[src/rtl/writeback_multi_stage_if.sv]
// rtl/writeback_multi_stage_if.sv - enqueue lanes and register-file drain ports of the writeback stage
// Ports: stall_v_i, in_* lane bundle (LANES_P wide, lane 0 oldest), in_ready_o,
//        rd_o/rd_data_o/rd_w_v_o write ports (WPORTS_P wide), br_v_o/btaken_o/br_tgt_o redirect,
//        retire_cnt_o. The master modport drives the lanes; the slave modport is the writeback stage.
interface writeback_multi_stage_if #(
    parameter int LANES_P          = 2,
    parameter int WPORTS_P         = 2,
    parameter int WORD_WIDTH_P     = 32,
    parameter int REG_ADDR_WIDTH_P = 5
);
    localparam int RC_W = $clog2(WPORTS_P + 1);

    logic                                   stall_v_i;
    logic [LANES_P-1:0]                     in_v_i;
    logic                                   in_ready_o;
    logic [LANES_P*WORD_WIDTH_P-1:0]        in_pc_i;
    logic [LANES_P*REG_ADDR_WIDTH_P-1:0]    in_rd_i;
    logic [LANES_P-1:0]                     in_rd_w_v_i;
    logic [LANES_P*2-1:0]                   in_rdmux_sel_i;
    logic [LANES_P*WORD_WIDTH_P-1:0]        in_alu_result_i;
    logic [LANES_P*WORD_WIDTH_P-1:0]        in_ld_result_i;
    logic [LANES_P*3-1:0]                   in_funct3_i;
    logic [LANES_P-1:0]                     in_br_v_i;
    logic [LANES_P-1:0]                     in_bru_result_i;
    logic [LANES_P-1:0]                     in_jmp_v_i;

    logic [WPORTS_P*REG_ADDR_WIDTH_P-1:0]   rd_o;
    logic [WPORTS_P*WORD_WIDTH_P-1:0]       rd_data_o;
    logic [WPORTS_P-1:0]                    rd_w_v_o;
    logic                                   br_v_o;
    logic                                   btaken_o;
    logic [WORD_WIDTH_P-1:0]                br_tgt_o;
    logic [RC_W-1:0]                        retire_cnt_o;

    modport master (
        output stall_v_i, in_v_i, in_pc_i, in_rd_i, in_rd_w_v_i, in_rdmux_sel_i,
               in_alu_result_i, in_ld_result_i, in_funct3_i, in_br_v_i,
               in_bru_result_i, in_jmp_v_i,
        input  in_ready_o, rd_o, rd_data_o, rd_w_v_o, br_v_o, btaken_o, br_tgt_o,
               retire_cnt_o
    );

    modport slave (
        input  stall_v_i, in_v_i, in_pc_i, in_rd_i, in_rd_w_v_i, in_rdmux_sel_i,
               in_alu_result_i, in_ld_result_i, in_funct3_i, in_br_v_i,
               in_bru_result_i, in_jmp_v_i,
        output in_ready_o, rd_o, rd_data_o, rd_w_v_o, br_v_o, btaken_o, br_tgt_o,
               retire_cnt_o
    );
endinterface

[src/rtl/writeback_multi_stage.sv]
// rtl/writeback_multi_stage.sv - multi-lane in-order retire buffer with rd data select and redirect flush
// Ports: clk_i, rst_i (sync active-high), wb (writeback_multi_stage_if.slave: lanes in, write ports out).
// Optional: WRITEBACK_PERF_CTR_EN adds perf_retired_o[63:0] and perf_redirect_o[31:0] saturating counters.
module writeback_multi_stage #(
    parameter int LANES_P          = 2,
    parameter int WPORTS_P         = 2,
    parameter int DEPTH_P          = 8,
    parameter int WORD_WIDTH_P     = 32,
    parameter int REG_ADDR_WIDTH_P = 5
) (
    input  logic                         clk_i,
    input  logic                         rst_i,
    writeback_multi_stage_if.slave       wb
`ifdef WRITEBACK_PERF_CTR_EN
    ,
    output logic [63:0]                  perf_retired_o,
    output logic [31:0]                  perf_redirect_o
`endif
);
    localparam int W     = WORD_WIDTH_P;
    localparam int RA    = REG_ADDR_WIDTH_P;
    localparam int PTR_W = $clog2(DEPTH_P);
    localparam int CNT_W = PTR_W + 1;
    localparam int RC_W  = $clog2(WPORTS_P + 1);

    // Buffer stores final rd data plus precomputed redirect info per entry.
    logic [RA-1:0]    rd_q    [DEPTH_P];
    logic [W-1:0]     data_q  [DEPTH_P];
    logic             wv_q    [DEPTH_P];
    logic             isbr_q  [DEPTH_P];
    logic             taken_q [DEPTH_P];
    logic [W-1:0]     tgt_q   [DEPTH_P];

    logic [PTR_W-1:0] head_q, head_d, tail_q, tail_d;
    logic [CNT_W-1:0] count_q, count_d;

    logic             enq_fire;
    logic [CNT_W-1:0] enq_n;
    logic [W-1:0]     lane_data [LANES_P];
    logic             in_v_contig;

    logic [WPORTS_P*RA-1:0] rd_c;
    logic [WPORTS_P*W-1:0]  rd_data_c;
    logic [WPORTS_P-1:0]    rd_w_v_c;
    logic                   br_v_c, btaken_c, br_seen, done;
    logic [W-1:0]           br_tgt_c;
    logic [RC_W-1:0]        retire_c;
    logic [PTR_W-1:0]       idx;

    function automatic logic [W-1:0] fmt_load(input logic [W-1:0] raw, input logic [2:0] f3);
        case (f3)
            3'd0:    return {{(W-8){raw[7]}}, raw[7:0]};
            3'd1:    return {{(W-16){raw[15]}}, raw[15:0]};
            3'd4:    return {{(W-8){1'b0}}, raw[7:0]};
            3'd5:    return {{(W-16){1'b0}}, raw[15:0]};
            default: return raw;
        endcase
    endfunction

    assign wb.in_ready_o = (count_q <= CNT_W'(DEPTH_P - LANES_P));
    assign enq_fire      = wb.in_ready_o && wb.in_v_i[0];
    assign in_v_contig   = (((wb.in_v_i + LANES_P'(1)) & wb.in_v_i) == '0);

    // Per-lane rd data selection and enqueue width.
    always_comb begin
        enq_n = '0;
        for (int l = 0; l < LANES_P; l++) begin
            case (wb.in_rdmux_sel_i[l*2 +: 2])
                2'd1:    lane_data[l] = fmt_load(wb.in_ld_result_i[l*W +: W], wb.in_funct3_i[l*3 +: 3]);
                2'd2:    lane_data[l] = wb.in_pc_i[l*W +: W] + W'(4);
                default: lane_data[l] = wb.in_alu_result_i[l*W +: W];
            endcase
            if (wb.in_v_i[l]) enq_n = enq_n + CNT_W'(1);
        end
    end

    // Drain: walk the oldest entries; a taken redirect ends the group after its own write.
    always_comb begin
        rd_c      = '0;
        rd_data_c = '0;
        rd_w_v_c  = '0;
        br_v_c    = 1'b0;
        btaken_c  = 1'b0;
        br_tgt_c  = '0;
        br_seen   = 1'b0;
        done      = 1'b0;
        retire_c  = '0;
        idx       = '0;
        for (int k = 0; k < WPORTS_P; k++) begin
            idx = head_q + PTR_W'(k);
            if (!wb.stall_v_i && !done && (CNT_W'(k) < count_q)) begin
                rd_c[k*RA +: RA]    = rd_q[idx];
                rd_data_c[k*W +: W] = data_q[idx];
                rd_w_v_c[k]         = wv_q[idx] && (rd_q[idx] != '0);
                retire_c            = retire_c + RC_W'(1);
                if (!br_seen && isbr_q[idx]) begin
                    br_seen  = 1'b1;
                    br_v_c   = 1'b1;
                    br_tgt_c = tgt_q[idx];
                    btaken_c = taken_q[idx];
                    done     = taken_q[idx];
                end
            end
        end
    end

    assign wb.rd_o         = rd_c;
    assign wb.rd_data_o    = rd_data_c;
    assign wb.rd_w_v_o     = rd_w_v_c;
    assign wb.br_v_o       = br_v_c;
    assign wb.btaken_o     = btaken_c;
    assign wb.br_tgt_o     = br_tgt_c;
    assign wb.retire_cnt_o = retire_c;

    // A taken redirect flushes everything younger, including this cycle's enqueue.
    always_comb begin
        head_d  = head_q + PTR_W'(retire_c);
        tail_d  = tail_q;
        count_d = count_q - CNT_W'(retire_c);
        if (btaken_c) begin
            head_d  = tail_q;
            count_d = '0;
        end else if (enq_fire) begin
            tail_d  = tail_q + PTR_W'(enq_n);
            count_d = count_q + enq_n - CNT_W'(retire_c);
        end
    end

    always_ff @(posedge clk_i) begin
        if (rst_i) begin
            head_q  <= '0;
            tail_q  <= '0;
            count_q <= '0;
        end else begin
            head_q  <= head_d;
            tail_q  <= tail_d;
            count_q <= count_d;
            assert (in_v_contig);
        end
    end

    always_ff @(posedge clk_i) begin
        if (!rst_i && enq_fire && !btaken_c) begin
            for (int l = 0; l < LANES_P; l++) begin
                if (wb.in_v_i[l]) begin
                    rd_q   [tail_q + PTR_W'(l)] <= wb.in_rd_i[l*RA +: RA];
                    data_q [tail_q + PTR_W'(l)] <= lane_data[l];
                    wv_q   [tail_q + PTR_W'(l)] <= wb.in_rd_w_v_i[l];
                    isbr_q [tail_q + PTR_W'(l)] <= wb.in_br_v_i[l] | wb.in_jmp_v_i[l];
                    taken_q[tail_q + PTR_W'(l)] <= wb.in_jmp_v_i[l] | (wb.in_br_v_i[l] & wb.in_bru_result_i[l]);
                    tgt_q  [tail_q + PTR_W'(l)] <= wb.in_alu_result_i[l*W +: W];
                end
            end
        end
    end

`ifdef WRITEBACK_PERF_CTR_EN
    logic [63:0] perf_ret_q;
    logic [31:0] perf_red_q;
    logic [64:0] ret_sum;

    assign ret_sum = {1'b0, perf_ret_q} + 65'(retire_c);

    always_ff @(posedge clk_i) begin
        if (rst_i) begin
            perf_ret_q <= '0;
            perf_red_q <= '0;
        end else if (!wb.stall_v_i) begin
            perf_ret_q <= ret_sum[64] ? '1 : ret_sum[63:0];
            if (btaken_c && perf_red_q != '1) perf_red_q <= perf_red_q + 32'd1;
        end
    end

    assign perf_retired_o  = perf_ret_q;
    assign perf_redirect_o = perf_red_q;
`endif
endmodule

[src/flat_wrapper.sv]
// flat-port wrapper written by rule: the top's interface ports become plain ports
module writeback_multi_stage_flat 
#(
    parameter int LANES_P          = 2,
    parameter int WPORTS_P         = 2,
    parameter int DEPTH_P          = 8,
    parameter int WORD_WIDTH_P     = 32,
    parameter int REG_ADDR_WIDTH_P = 5
)
  (clk_i, rst_i, wb_stall_v_i, wb_in_v_i, wb_in_pc_i, wb_in_rd_i, wb_in_rd_w_v_i, wb_in_rdmux_sel_i, wb_in_alu_result_i, wb_in_ld_result_i, wb_in_funct3_i, wb_in_br_v_i, wb_in_bru_result_i, wb_in_jmp_v_i, wb_in_ready_o, wb_rd_o, wb_rd_data_o, wb_rd_w_v_o, wb_br_v_o, wb_btaken_o, wb_br_tgt_o, wb_retire_cnt_o);
  writeback_multi_stage_if #(.LANES_P(LANES_P), .WPORTS_P(WPORTS_P), .WORD_WIDTH_P(WORD_WIDTH_P), .REG_ADDR_WIDTH_P(REG_ADDR_WIDTH_P)) wb_i ();
  input  logic clk_i;
  input  logic rst_i;
  input wire logic [$bits(wb_i.stall_v_i)-1:0] wb_stall_v_i;
  input wire logic [$bits(wb_i.in_v_i)-1:0] wb_in_v_i;
  input wire logic [$bits(wb_i.in_pc_i)-1:0] wb_in_pc_i;
  input wire logic [$bits(wb_i.in_rd_i)-1:0] wb_in_rd_i;
  input wire logic [$bits(wb_i.in_rd_w_v_i)-1:0] wb_in_rd_w_v_i;
  input wire logic [$bits(wb_i.in_rdmux_sel_i)-1:0] wb_in_rdmux_sel_i;
  input wire logic [$bits(wb_i.in_alu_result_i)-1:0] wb_in_alu_result_i;
  input wire logic [$bits(wb_i.in_ld_result_i)-1:0] wb_in_ld_result_i;
  input wire logic [$bits(wb_i.in_funct3_i)-1:0] wb_in_funct3_i;
  input wire logic [$bits(wb_i.in_br_v_i)-1:0] wb_in_br_v_i;
  input wire logic [$bits(wb_i.in_bru_result_i)-1:0] wb_in_bru_result_i;
  input wire logic [$bits(wb_i.in_jmp_v_i)-1:0] wb_in_jmp_v_i;
  output wire logic [$bits(wb_i.in_ready_o)-1:0] wb_in_ready_o;
  output wire logic [$bits(wb_i.rd_o)-1:0] wb_rd_o;
  output wire logic [$bits(wb_i.rd_data_o)-1:0] wb_rd_data_o;
  output wire logic [$bits(wb_i.rd_w_v_o)-1:0] wb_rd_w_v_o;
  output wire logic [$bits(wb_i.br_v_o)-1:0] wb_br_v_o;
  output wire logic [$bits(wb_i.btaken_o)-1:0] wb_btaken_o;
  output wire logic [$bits(wb_i.br_tgt_o)-1:0] wb_br_tgt_o;
  output wire logic [$bits(wb_i.retire_cnt_o)-1:0] wb_retire_cnt_o;
  assign wb_i.stall_v_i = wb_stall_v_i;
  assign wb_i.in_v_i = wb_in_v_i;
  assign wb_i.in_pc_i = wb_in_pc_i;
  assign wb_i.in_rd_i = wb_in_rd_i;
  assign wb_i.in_rd_w_v_i = wb_in_rd_w_v_i;
  assign wb_i.in_rdmux_sel_i = wb_in_rdmux_sel_i;
  assign wb_i.in_alu_result_i = wb_in_alu_result_i;
  assign wb_i.in_ld_result_i = wb_in_ld_result_i;
  assign wb_i.in_funct3_i = wb_in_funct3_i;
  assign wb_i.in_br_v_i = wb_in_br_v_i;
  assign wb_i.in_bru_result_i = wb_in_bru_result_i;
  assign wb_i.in_jmp_v_i = wb_in_jmp_v_i;
  assign wb_in_ready_o = wb_i.in_ready_o;
  assign wb_rd_o = wb_i.rd_o;
  assign wb_rd_data_o = wb_i.rd_data_o;
  assign wb_rd_w_v_o = wb_i.rd_w_v_o;
  assign wb_br_v_o = wb_i.br_v_o;
  assign wb_btaken_o = wb_i.btaken_o;
  assign wb_br_tgt_o = wb_i.br_tgt_o;
  assign wb_retire_cnt_o = wb_i.retire_cnt_o;
  writeback_multi_stage #(.LANES_P(LANES_P), .WPORTS_P(WPORTS_P), .DEPTH_P(DEPTH_P), .WORD_WIDTH_P(WORD_WIDTH_P), .REG_ADDR_WIDTH_P(REG_ADDR_WIDTH_P)) u_core (.clk_i(clk_i), .rst_i(rst_i), .wb(wb_i));
endmodule
[config.mk]
export PLATFORM = sky130hd
export DESIGN_NAME = writeback_multi_stage_flat
export DESIGN_NICKNAME = d
export VERILOG_FILES = /design/src/rtl/writeback_multi_stage_if.sv /design/src/rtl/writeback_multi_stage.sv /design/src/flat_wrapper.sv
export SDC_FILE = /design/constraint.sdc
export NUM_CORES = 1
export LEC_CHECK = 0
export CAP_MARGIN = 20
export CORE_ASPECT_RATIO = 1.75
export CORE_UTILIZATION = 40
export DETAILED_ROUTE_END_ITERATION = 10
export PLACE_DENSITY = 0.56
export SYNTH_ARGS = -nofsm -noshare
export SYNTH_HDL_FRONTEND = slang
export SYNTH_SLANG_ARGS = --single-unit
[constraint.sdc]
create_clock -name clk_i -period 22.9 [get_ports clk_i]
set_clock_uncertainty 0.2 [all_clocks]
set_input_delay 6.87 -clock clk_i [delete_from_list [all_inputs] [get_ports clk_i]]
set_output_delay 6.87 -clock clk_i [all_outputs]
set_load 0.01 [all_outputs]
### Clock network drawn from the DEF, run 1

Scale: 1 px per um.
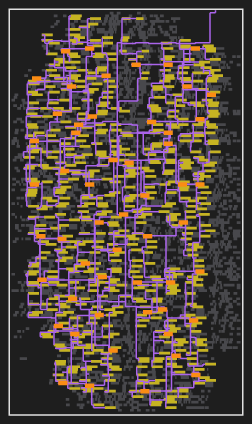
[orange] clock drivers | count: 54
[purple] clock wires | length: 8210 um
[yellow] flip-flops | count: 586
flops lie: all over the die
clock share of power: 21.8%
Clock Power: 909 uW
clk ins delay skew pair: 640 ps

### Placement density heat map, run 1

Scale: 1 px per um. The die is cut into 12 by 20 equal tiles; white is low, dark blue is high, 0 to 100% covered.
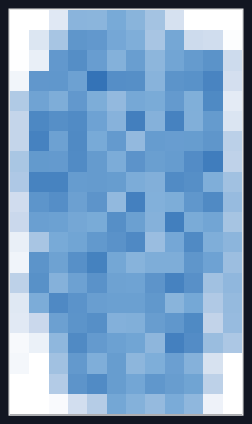
emptiest ninth of the die: south-west
nearly empty tiles: 6.7%
mean over tiles: 45%
fullest tile: 73%
area of the core: 0.0916 mm^2
final core utilization: 47.2%
Initial Util: 40.4%

==> CHANGELOG.md, run 1 <==
## Implementation

* Worst R2R End: u_core.data_q[4][21]
* # Cells Yosys at 2797
* Pwr Density at 96.6 mW/mm^2
* Synth Seq Share at 47.3%
* Combinational Area at 0.0184 mm^2
* CP delay by family, top: buffers and inverters
* Die Width at 232 um
* DRT iter0 DRCs at 3038
* Boundary Pins at 338
* Max Clk Rate at 59.9 MHz
* Seq power at 1.33 mW
* Gpl congestion at 0.947
* Max stage delay on crit path at 540 ps
* Worst Setup EP: wb_retire_cnt_o[0]
* CTS Buf Count at 54
* GRT overflow at 0
* Max-slew headroom at 10.1%
* Commonest cells post-synth: 576 x edfxtp_1, 370 x nand2_1, 304 x mux2_2
* Cell count after synthesis at 2797
* Synth cell types at 69
* Min-delay worst type: flip-flop to flip-flop
* Crit end category: output port
* XOR Share, Synth at 1.14%
* Storage element area at 0.0175 mm^2
* Layout cell share with drive strength beyond 1 at 25.0%
* DIE AREA at 0.0938 mm^2
* R2r worst-path depth at 11
* Total Neg Setup Slack at 0 ps
* Outcome: completed
### Metal 3, run 1

Scale: 1.5 px per um. Cells faint in the background.
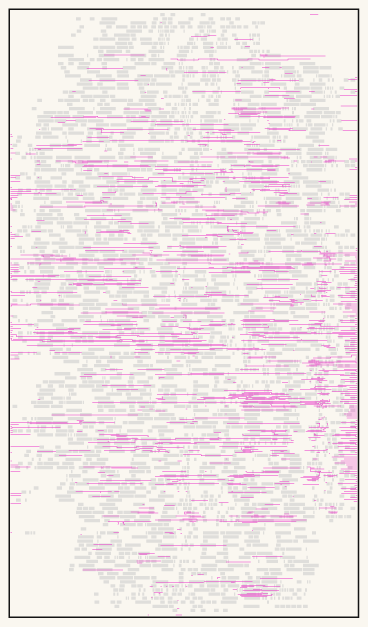
nets with wire on the layer: 558
longest straight run: 150 um
Routed WL: 143000 um
met3 Use GR: 4.75%
Vias: 27847

## run 1: area by class of cell
cell class                 count  share of cell area [%]
multi-input combinational   1932                    42.6
sequential                   586                    40.5
timing repair buffer         409                    9.12
tap                         1192                    3.45
clock buffer                  70                    3.31
clock inverter                29                   0.535
inverter                      49                   0.431
antenna                        7                  0.0405
## run 1: flip-flops by register name, indices dropped and copies added (netlist names)
name / cells
u_core.count_q: 4
u_core.data_q: 256
u_core.head_q: 3
u_core.isbr_q: 8
u_core.rd_q: 40
u_core.tail_q: 3
u_core.taken_q: 8
u_core.tgt_q: 256
u_core.wv_q: 8
## run 1: logic make-up (layout without fill, tap and decap cells)
kind of cell | Yosys count | count (layout)
muxes | 827 | 827
and+or+nand+nor | 638 | 638
DFF | 586 | 586
AOI/OAI and AO/OA | 395 | 395
buffers and inverters | 279 | 557
xor gates and xnor gates | 48 | 48
adders and majority gates | 24 | 24
other | 0 | 7
## run 1: metal layers
layer | vias up | GRT usage, % | wire length (um)
met5 | - | 0 | 135
met4 | 18 | 12.2 | 5960
met3 | 327 | 4.75 | 12500
met2 | 1582 | 51.0 | 70800
met1 | 14419 | 38.1 | 53400
li1 | 11501 | - | -
## run 1: tightest hold or removal path: stages, from the launching register on
cell and delay [ps]:
dfxtp_1 360, mux2i_1 160, nor2_1 50
## run 1: through the flow
stage | hold WS [ps] | area [um^2] | total power, mW | std cells
global route | 450 | 43300 | 4.33 | 4273
detailed placement | 400 | 41500 | 3.28 | 4164
CTS | 415 | 43200 | 4.18 | 4263
finish | 414 | 43300 | 4.18 | 4274
global placement | 395 | 41500 | 3.27 | 4164
floorplan | 337 | 37000 | 2.55 | 2797
==> run 1 -> run 2 <==
Settings changed: PLACE_DENSITY 0.56 to 0.58.
Clock period 22.9 ns to 14.91 ns, I/O delays scaled along.
### Metal 3, run 2

Scale: 1.5 px per um. Cells faint in the background.
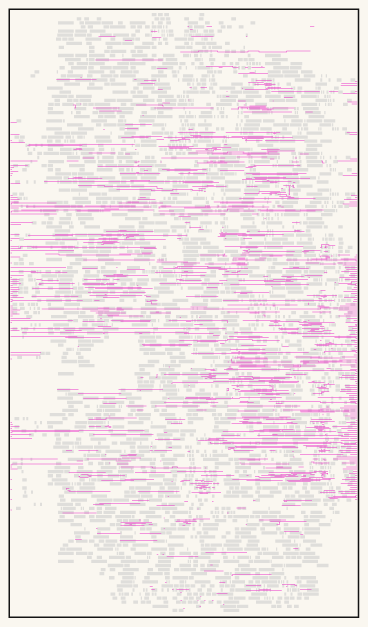
nets with wire on the layer: 552
main direction: horizontal
Vias: 27589
met3 Use GR: 5.54%
Routed WL: 139000 um

==> CHANGELOG.md, run 2 <==
## Implementation

* DIE AREA at 0.0938 mm^2 (unchanged)
* GRT overflow at 0 (unchanged)
* Pwr Density at 150 mW/mm^2 (+55%)
* Met2 Track Usage GR at 48.0% (-3.0 points)
* Busiest metal layer after global routing: met2
* Final core utilization at 47.4% (+0.20 points)
* Synth Seq Share at 47.3% (unchanged)
* DR top layer: met5
* Crit end category: output port
* Gpl congestion at 0.908 (-4.0%)
* Clk ins delay skew pair at 650 ps (about the same)
* Top Registers: u_core.data_q (256), u_core.tgt_q (256), u_core.rd_q (40)
* Clock share of power at 23.3% (+1.5 points)
* Layout cell share with drive strength beyond 1 at 25.3% (+0.31 points)
* Max Clk Rate at 80.5 MHz
* Min-delay worst type: flip-flop to flip-flop
* Max-slew headroom at 8.37% (-1.7 points)
* DR WL met3 at 12400 um (-0.78%)
* # Cells Yosys at 2797 (unchanged)
* Outcome: completed
* Synth cell types at 69 (unchanged)
### Metal 1, run 2

Scale: 1 px per um. Supply wires on this layer in gray.
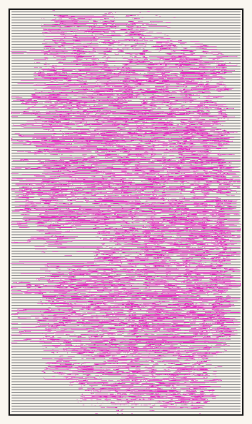
main direction: horizontal
longest straight run: 89.5 um
share of all routed wire: 39%
GR Util met1: 38.3%

==> run 2: cell counts after synthesis <==
No cell type changed its count.
==> run 2: layout make-up <==
cell class | count | area [um^2] | share of cell area [%]
sequential | 586 | 17500 | 40.3
antenna | 9 | 22.5 | 0.0518
multi-input combinational | 1932 | 18500 | 42.5
inverter | 49 | 186 | 0.429
timing repair buffer | 398 | 3890 | 8.95
tap | 1192 | 1490 | 3.43
clock buffer | 63 | 1430 | 3.29
clock inverter | 41 | 463 | 1.07
==> run 2: logic make-up after synthesis <==
logic type / after synthesis / share of synthesized area, %
DFF: 586 / 47.3
and+or+nand+nor: 638 / 7.69
adders and majority gates: 24 / 0.913
muxes: 827 / 33.1
AOI/OAI and AO/OA: 395 / 6.45
buffers and inverters: 279 / 3.42
xor gates and xnor gates: 48 / 1.14
==> run 2: per-stage QoR <==
step	instances	area, um^2	total power [mW]	worst slack [ps]	hold slack [ps]
floorplan	2797	37000	3.91	4350	337
global placement	4155	41500	4.99	2540	400
detailed placement	4156	41500	5.01	2520	398
CTS	4260	43400	6.52	2510	416
global route	4266	43400	6.76	2350	464
finish	4270	43400	6.51	2480	418
==> run 2: power by group through the flow <==
stage / combinational [mW] / sequential [mW] / clock (mW)
3_3_place_gp: 2.91 / 2.08 / 0
3_5_place_dp: 2.91 / 2.09 / 0
2_1_floorplan: 1.88 / 2.03 / 0
6_report: 2.93 / 2.06 / 1.52
4_1_cts: 2.93 / 2.06 / 1.53
5_1_grt: 3.10 / 2.07 / 1.59
==> run 2: worst max-delay path, stage by stage <==
cell,delay (ps)
clkdlybuf4s50_1,560
inv_1,110
nand3_1,90
o22a_1,480
nand2_2,760
a21oi_1,640
clkdlybuf4s50_1,640
Power figures rest on the tool's default switching activity, not on a simulated workload.
